<file path="config.mk">
export PLATFORM = sky130hd
export DESIGN_NAME = z80_regfile_banked
export DESIGN_NICKNAME = d
export VERILOG_FILES = /design/src/rtl/z80_regfile_banked.sv
export SDC_FILE = /design/constraint.sdc
export NUM_CORES = 1
export LEC_CHECK = 0
export CELL_PAD_IN_SITES_DETAIL_PLACEMENT = 2
export CELL_PAD_IN_SITES_GLOBAL_PLACEMENT = 2
export CORE_UTILIZATION = 40
export CTS_CLUSTER_SIZE = 28
export DETAILED_ROUTE_END_ITERATION = 10
export GPL_ROUTABILITY_DRIVEN = 1
export PLACE_DENSITY = 0.95
export RECOVER_POWER = 50
export SYNTH_ARGS = -nofsm -noshare
export SYNTH_HDL_FRONTEND = slang
export SYNTH_SLANG_ARGS = --single-unit
</file>
<file path="constraint.sdc">
create_clock -name clk -period 5.5 [get_ports clk]
set_input_delay 1.1 -clock clk [delete_from_list [all_inputs] [get_ports clk]]
set_output_delay 1.1 -clock clk [all_outputs]
set_load 0.03 [all_outputs]
</file>
<file path="src/rtl/z80_regfile_banked.sv">
// Banked Z80 register file: BC/DE/HL and AF are renamed by bank pointers,
// plus unbanked I/R/IX/IY/SP/PC/WZ, one 8-bit and one pair read port.
module z80_regfile_banked #(
  parameter int REG_W     = 8,
  parameter int NUM_BANKS = 2,
  parameter int BYPASS    = 1
) (
  input  logic                          clk,
  input  logic                          reset_n,
  input  logic                          wr_en,
  input  logic                          wr_16,
  input  logic [3:0]                    wr_sel,
  input  logic [2:0]                    wr_psel,
  input  logic [2*REG_W-1:0]            wr_data,
  input  logic [3:0]                    rd_sel,
  output logic [REG_W-1:0]              rd_data,
  input  logic [2:0]                    rd_psel,
  output logic [2*REG_W-1:0]            rd_pdata,
  input  logic                          ex_af,
  input  logic                          exx,
  input  logic                          inc_r,
  input  logic                          sp_inc,
  input  logic                          sp_dec,
  input  logic                          pc_ld,
  input  logic                          pc_inc,
  output logic [2*REG_W-1:0]            pc_out,
  output logic [$clog2(NUM_BANKS)-1:0]  bank_id,
  output logic [$clog2(NUM_BANKS)-1:0]  af_bank_id
);
  localparam int BW = $clog2(NUM_BANKS);
  localparam int PW = 2 * REG_W;
  // byte selects that take the high half of a pair write
  localparam logic [15:0] HI_MASK = 16'h5495;

  function automatic logic [3:0] pair_hi(input logic [2:0] p);
    case (p)
      3'd0:    pair_hi = 4'd0;
      3'd1:    pair_hi = 4'd2;
      3'd2:    pair_hi = 4'd4;
      3'd4:    pair_hi = 4'd7;
      3'd5:    pair_hi = 4'd10;
      3'd6:    pair_hi = 4'd12;
      3'd7:    pair_hi = 4'd14;
      default: pair_hi = 4'd0;
    endcase
  endfunction

  function automatic logic [3:0] pair_lo(input logic [2:0] p);
    case (p)
      3'd0:    pair_lo = 4'd1;
      3'd1:    pair_lo = 4'd3;
      3'd2:    pair_lo = 4'd5;
      3'd4:    pair_lo = 4'd6;
      3'd5:    pair_lo = 4'd11;
      3'd6:    pair_lo = 4'd13;
      3'd7:    pair_lo = 4'd15;
      default: pair_lo = 4'd1;
    endcase
  endfunction

  logic [5:0][REG_W-1:0]  main_q [NUM_BANKS];
  logic [1:0][REG_W-1:0]  af_q   [NUM_BANKS];
  logic [7:0][REG_W-1:0]  ub_q;
  logic [PW-1:0]          sp_q, pc_q;
  logic [BW-1:0]          bank_q, afb_q;

  logic [15:0]            wb;
  logic                   wsp;
  logic [15:0][REG_W-1:0] wd, cur, view;

  always_comb begin
    wb  = '0;
    wsp = 1'b0;
    if (wr_en) begin
      if (!wr_16)             wb[wr_sel] = 1'b1;
      else if (wr_psel == 3'd3) wsp = 1'b1;
      else begin
        wb[pair_hi(wr_psel)] = 1'b1;
        wb[pair_lo(wr_psel)] = 1'b1;
      end
    end
  end

  always_comb begin
    for (int k = 0; k < 16; k++)
      wd[k] = (wr_16 && HI_MASK[k]) ? wr_data[PW-1:REG_W] : wr_data[REG_W-1:0];
  end

  // byte view of the currently selected banks, then the bypass overlay
  always_comb begin
    for (int k = 0; k < 6; k++) cur[k] = main_q[bank_q][k];
    cur[6] = af_q[afb_q][0];
    cur[7] = af_q[afb_q][1];
    for (int k = 0; k < 8; k++) cur[8+k] = ub_q[k];
    for (int k = 0; k < 16; k++)
      view[k] = (BYPASS != 0 && wb[k]) ? wd[k] : cur[k];
  end

  assign rd_data  = view[rd_sel];
  assign rd_pdata = (rd_psel == 3'd3) ? ((BYPASS != 0 && wsp) ? wr_data : sp_q)
                                      : {view[pair_hi(rd_psel)], view[pair_lo(rd_psel)]};
  assign pc_out     = pc_q;
  assign bank_id    = bank_q;
  assign af_bank_id = afb_q;

  for (genvar b = 0; b < NUM_BANKS; b++) begin : g_bank
    logic [5:0][REG_W-1:0] m;
    logic [1:0][REG_W-1:0] af;
    always_ff @(posedge clk) begin
      if (!reset_n) begin
        m  <= '0;
        af <= '1;
      end else begin
        if (bank_q == BW'(b))
          for (int k = 0; k < 6; k++) if (wb[k]) m[k] <= wd[k];
        if (afb_q == BW'(b))
          for (int k = 0; k < 2; k++) if (wb[6+k]) af[k] <= wd[6+k];
      end
    end
    assign main_q[b] = m;
    assign af_q[b]   = af;
  end

  always_ff @(posedge clk) begin
    if (!reset_n) begin
      ub_q   <= '0;
      sp_q   <= '1;
      pc_q   <= '0;
      bank_q <= '0;
      afb_q  <= '0;
    end else begin
      for (int k = 0; k < 8; k++) if (wb[8+k]) ub_q[k] <= wd[8+k];
      // refresh counts only the low bits; an explicit write to R takes priority
      if (!wb[9] && inc_r)
        ub_q[1] <= {ub_q[1][REG_W-1], ub_q[1][REG_W-2:0] + (REG_W-1)'(1)};
      if (wsp)                  sp_q <= wr_data;
      else if (sp_inc && !sp_dec) sp_q <= sp_q + PW'(1);
      else if (sp_dec && !sp_inc) sp_q <= sp_q - PW'(1);
      if (pc_ld)       pc_q <= wr_data;
      else if (pc_inc) pc_q <= pc_q + PW'(1);
      bank_q <= bank_q + BW'(exx);
      afb_q  <= afb_q + BW'(ex_af);
    end
  end
endmodule
</file>
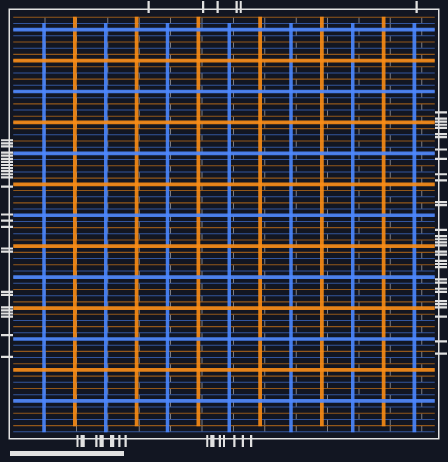
*Power grid*
Bar = 50 um. Pins as bars on the die edge. Tap cells in grey.
[blue] VSS
[orange] VDD
met1 rails: 68
signal pins: 83

==> run notes <==
flow finished, numbers: status=complete, but fails checks, failing checks=capacitance limit, slew limit, setup timing, WS Path Type=in -> out, DR iter-0 viols=1646, post-synthesis mux area share=19.4%, Design Power=slightly above 5000 uW, number of distinct library cells after synthesis=86, CTS tree=yes, CP Launch Point=wr_psel[0], vias in the first global route=roughly 16k, critical path peak fanout=9, post-synth top area cell=dfxtp_1, clk_skew=between 0.02 and 0.025 ns, EDFF count, synth=0, Layout Nets=1791, post-route setup slack=-0.336 ns, Reg2Reg Setup Slack=2.04 ns, yosys stat chip area=13900 um2, main flop type=dfxtp_1, Core Rows=67, CTS resizes=0, Period minus WS final=5.84 ns, mapped cell area=roughly 14000 um2, crit start category=input pin, chip width=approximately 190 um, Setup Buffers After CTS=0, asr flop ratio synth=0%, H-tree Lvls=1, YS warnings=0, yosys cell count=between 1.5k and 2k, Core ar.=33800 um2, top cells, area=dfxtp_1, mux2i_1, nor2_1, a211oi_1, a21oi_1, Final setup violation count=3, top cell type's share of synthesized area=between 30% and 40%, post-route ant nets=0, Ports=83, wire per inst=about 33 um, cell count of the worst reg-to-reg path=4, P&R area growth vs syn=17.5%, clock root buffer=clkbuf_16, first drt pass iteration count=8, worst-margin pin slew=roughly 3.2 ns, area of placed instances=about 15000 um2, Total GRT Usage=between 40 and 50%, Init Core Util=41.0%, RSZ-0062 raised after global routing=true, antenna violations before repair=5, WHS Path Cells=2, AO/OA Area Share=20.0%, clk_lat worst skew=between 0.5 and 0.6 ns, Tool Warnings=28, Reg clk slew, reported paths=0.06 ns, hold endpoint=cur[68]$_SDFF_PN0_, Critical R2R Launch=bank_id$_SDFF_PN0_, fin crit share=106%, Synth Area in Adders=roughly 1.6%, hold path start=cur[68]$_SDFF_PN0_, Max Freq=171 MHz, Die H=188 um, deepest clock path buffer count=3, cts hold-fix bufs=0, Sinks on Clock Net=226, Arrival @ worst endpoint=4.74 ns, DR vias/cell=6.87, die footprint=35400 um2, cell area after layout=16300 um2, Max VDD drop=0.214 mV, Final Hold Fails=0, DRC violations left=0, syn avg cell area=8.29 um2, first-pass GRT wire length=roughly 110 mm, post-DP HPWL=~50 mm, flops & latches, synth=226, Final Max Slew Viols=128, Main logic family=AND-OR/OR-AND gates, largest net degree at the start of global routing=69, GP Congestion=1.01, max_cap viols=2, DR vias=15.2k, CP Capture Type=primary output, reg2reg end=g_bank[1].m[5]$_SDFFE_PN0P_, number of cells produced by synthesis=1671, Total Wirelength=roughly 74 mm, slew margin rel.=-113%, xor/xnor share=2.34%, Worst EP required=4.40 ns, type of the worst min-delay path=reg -> reg, Synth Seq Share=32.6%, simple-gate share of the synthesized area=approximately 19%
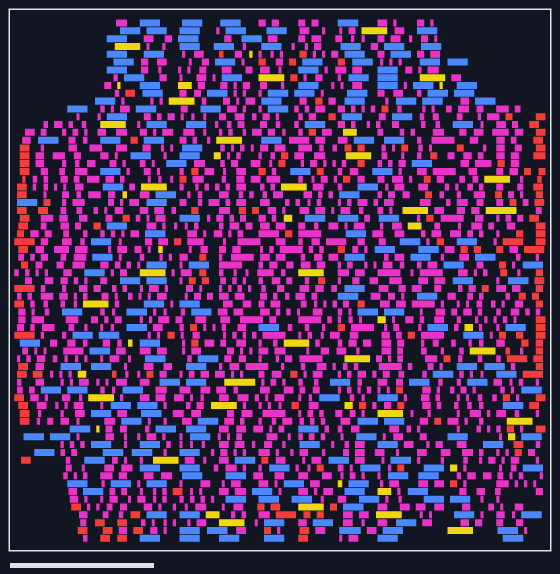
*Placed cells, one colour a class*
Bar = 50 um.
[blue] sequential cells | cells: 226 | share of their area: 29%
[red] remaining buffers and delay cells | cells: 162 | share of their area: 9.2%
[yellow] clock drivers and dummy loads | cells: 50 | share of their area: 5.8%
[magenta] remaining logic cells | cells: 1316 | share of their area: 56%

## cell usage in the layout (no fill, tap or decap), types with 18 or more instances in the layout
master | synthesis | final
a211oi_1 | 78 | 78
clkdlybuf4s50_1 | 0 | 37
buf_4 | 5 | 94
xor2_1 | 19 | 19
mux2i_1 | 177 | 175
mux4_2 | 20 | 20
dfxtp_1 | 226 | 225
a21oi_1 | 114 | 112
nor3_1 | 25 | 25
xnor2_1 | 18 | 18
clkbuf_16 | 0 | 27
nand3_1 | 39 | 39
nand2_1 | 151 | 151
o21ai_0 | 74 | 73
mux2_2 | 42 | 42
o211ai_1 | 29 | 29
nor2_1 | 248 | 248
## flip-flops by register name (all words and copies together) (netlist names)
name,count
cur,64
af_bank_id,1
bank_id,1
pc_out,16
af_q,32
sp_q,16
g_bank.m,96
## where the power goes
group | internal [uW] | total (uW) | switching, uW
clock | 1070 | 1890 | 823
combinational | 472 | 1360 | 892
sequential | 1720 | 1810 | 88.2
total | 3260 | 5070 | 1800
## per-stage QoR
| step | std cells | hold WS (ns) | setup TNS, ns | setup WS [ns] | utilization, % |
|---|---|---|---|---|---|
| 4_1_cts | 2202 | 0.463 | 0 | 0.0140 | 48.1 |
| 6_report | 2206 | 0.465 | -0.637 | -0.336 | 48.2 |
| 3_5_place_dp | 2152 | 0.455 | 0 | 0.177 | 45.4 |
| 2_1_floorplan | 1671 | 0.436 | 0 | 0.681 | - |
| 5_1_grt | 2202 | 0.494 | -0.861 | -0.330 | 48.2 |
| 3_3_place_gp | 2152 | 0.442 | 0 | 0.157 | 45.4 |
## metal layers
| metal | share of wire (%) | track usage, % |
|---|---|---|
| met1 | 37 | 46.5 |
| met2 | 45 | 65.5 |
| met3 | 10 | 12.8 |
| met4 | 7.6 | 27.8 |
| met5 | 0 | 0 |
## critical path, cell delays in order
cell and delay, ns:
clkdlybuf4s50_1 0.56, nor3b_2 0.25, o21ai_2 0.59, nor2_1 0.16, buf_4 0.21, a21oi_1 0.64
mux4_2 0.38, nor4bb_1 0.47, nor4_2 0.15, buf_4 0.20
## cell type report
cell class	count	area [um2]
inverter	24	95.1
fill	3634	17500
sequential	226	4530
multi-input combinational	1292	8740
tap	448	561
antenna	4	10.0
clock buffer	36	759
timing repair buffer	162	1440
clock inverter	14	146
## worst max-delay path by stage
stage	end	slack [ns]
floorplan	rd_data[1]	0.68
global placement	rd_pdata[12]	0.16
detailed placement	rd_pdata[12]	0.18
CTS	rd_data[7]	0.01
global route	rd_data[7]	-0.33
finish	rd_data[7]	-0.34
## synthesized netlist by cell type (all sizes together), types with 6 or more instances
cell type	number
a211o	6
a211oi	78
a21boi	7
a21o	11
a21oi	115
a221oi	6
a22oi	7
a31oi	10
and2	20
and3	11
buf	42
clkbuf	87
dfxtp	226
ha	16
inv	20
mux2	42
mux2i	177
mux4	20
nand2	151
nand3	40
nand4	12
nor2	257
nor2b	9
nor3	30
nor4	12
o211ai	29
o21a	8
o21ai	84
o32ai	11
or3	7
xnor2	18
xor2	19
## logic make-up after synthesis
kind of cell | after synthesis
AND-OR/OR-AND | 421
XOR/XNOR | 37
adder cells (fa/ha/maj) | 17
buffers and inverters | 153
flip-flops | 226
multiplexers | 239
AND/OR/NAND/NOR | 578
Power figures rest on the tool's default switching activity, not on a simulated workload.
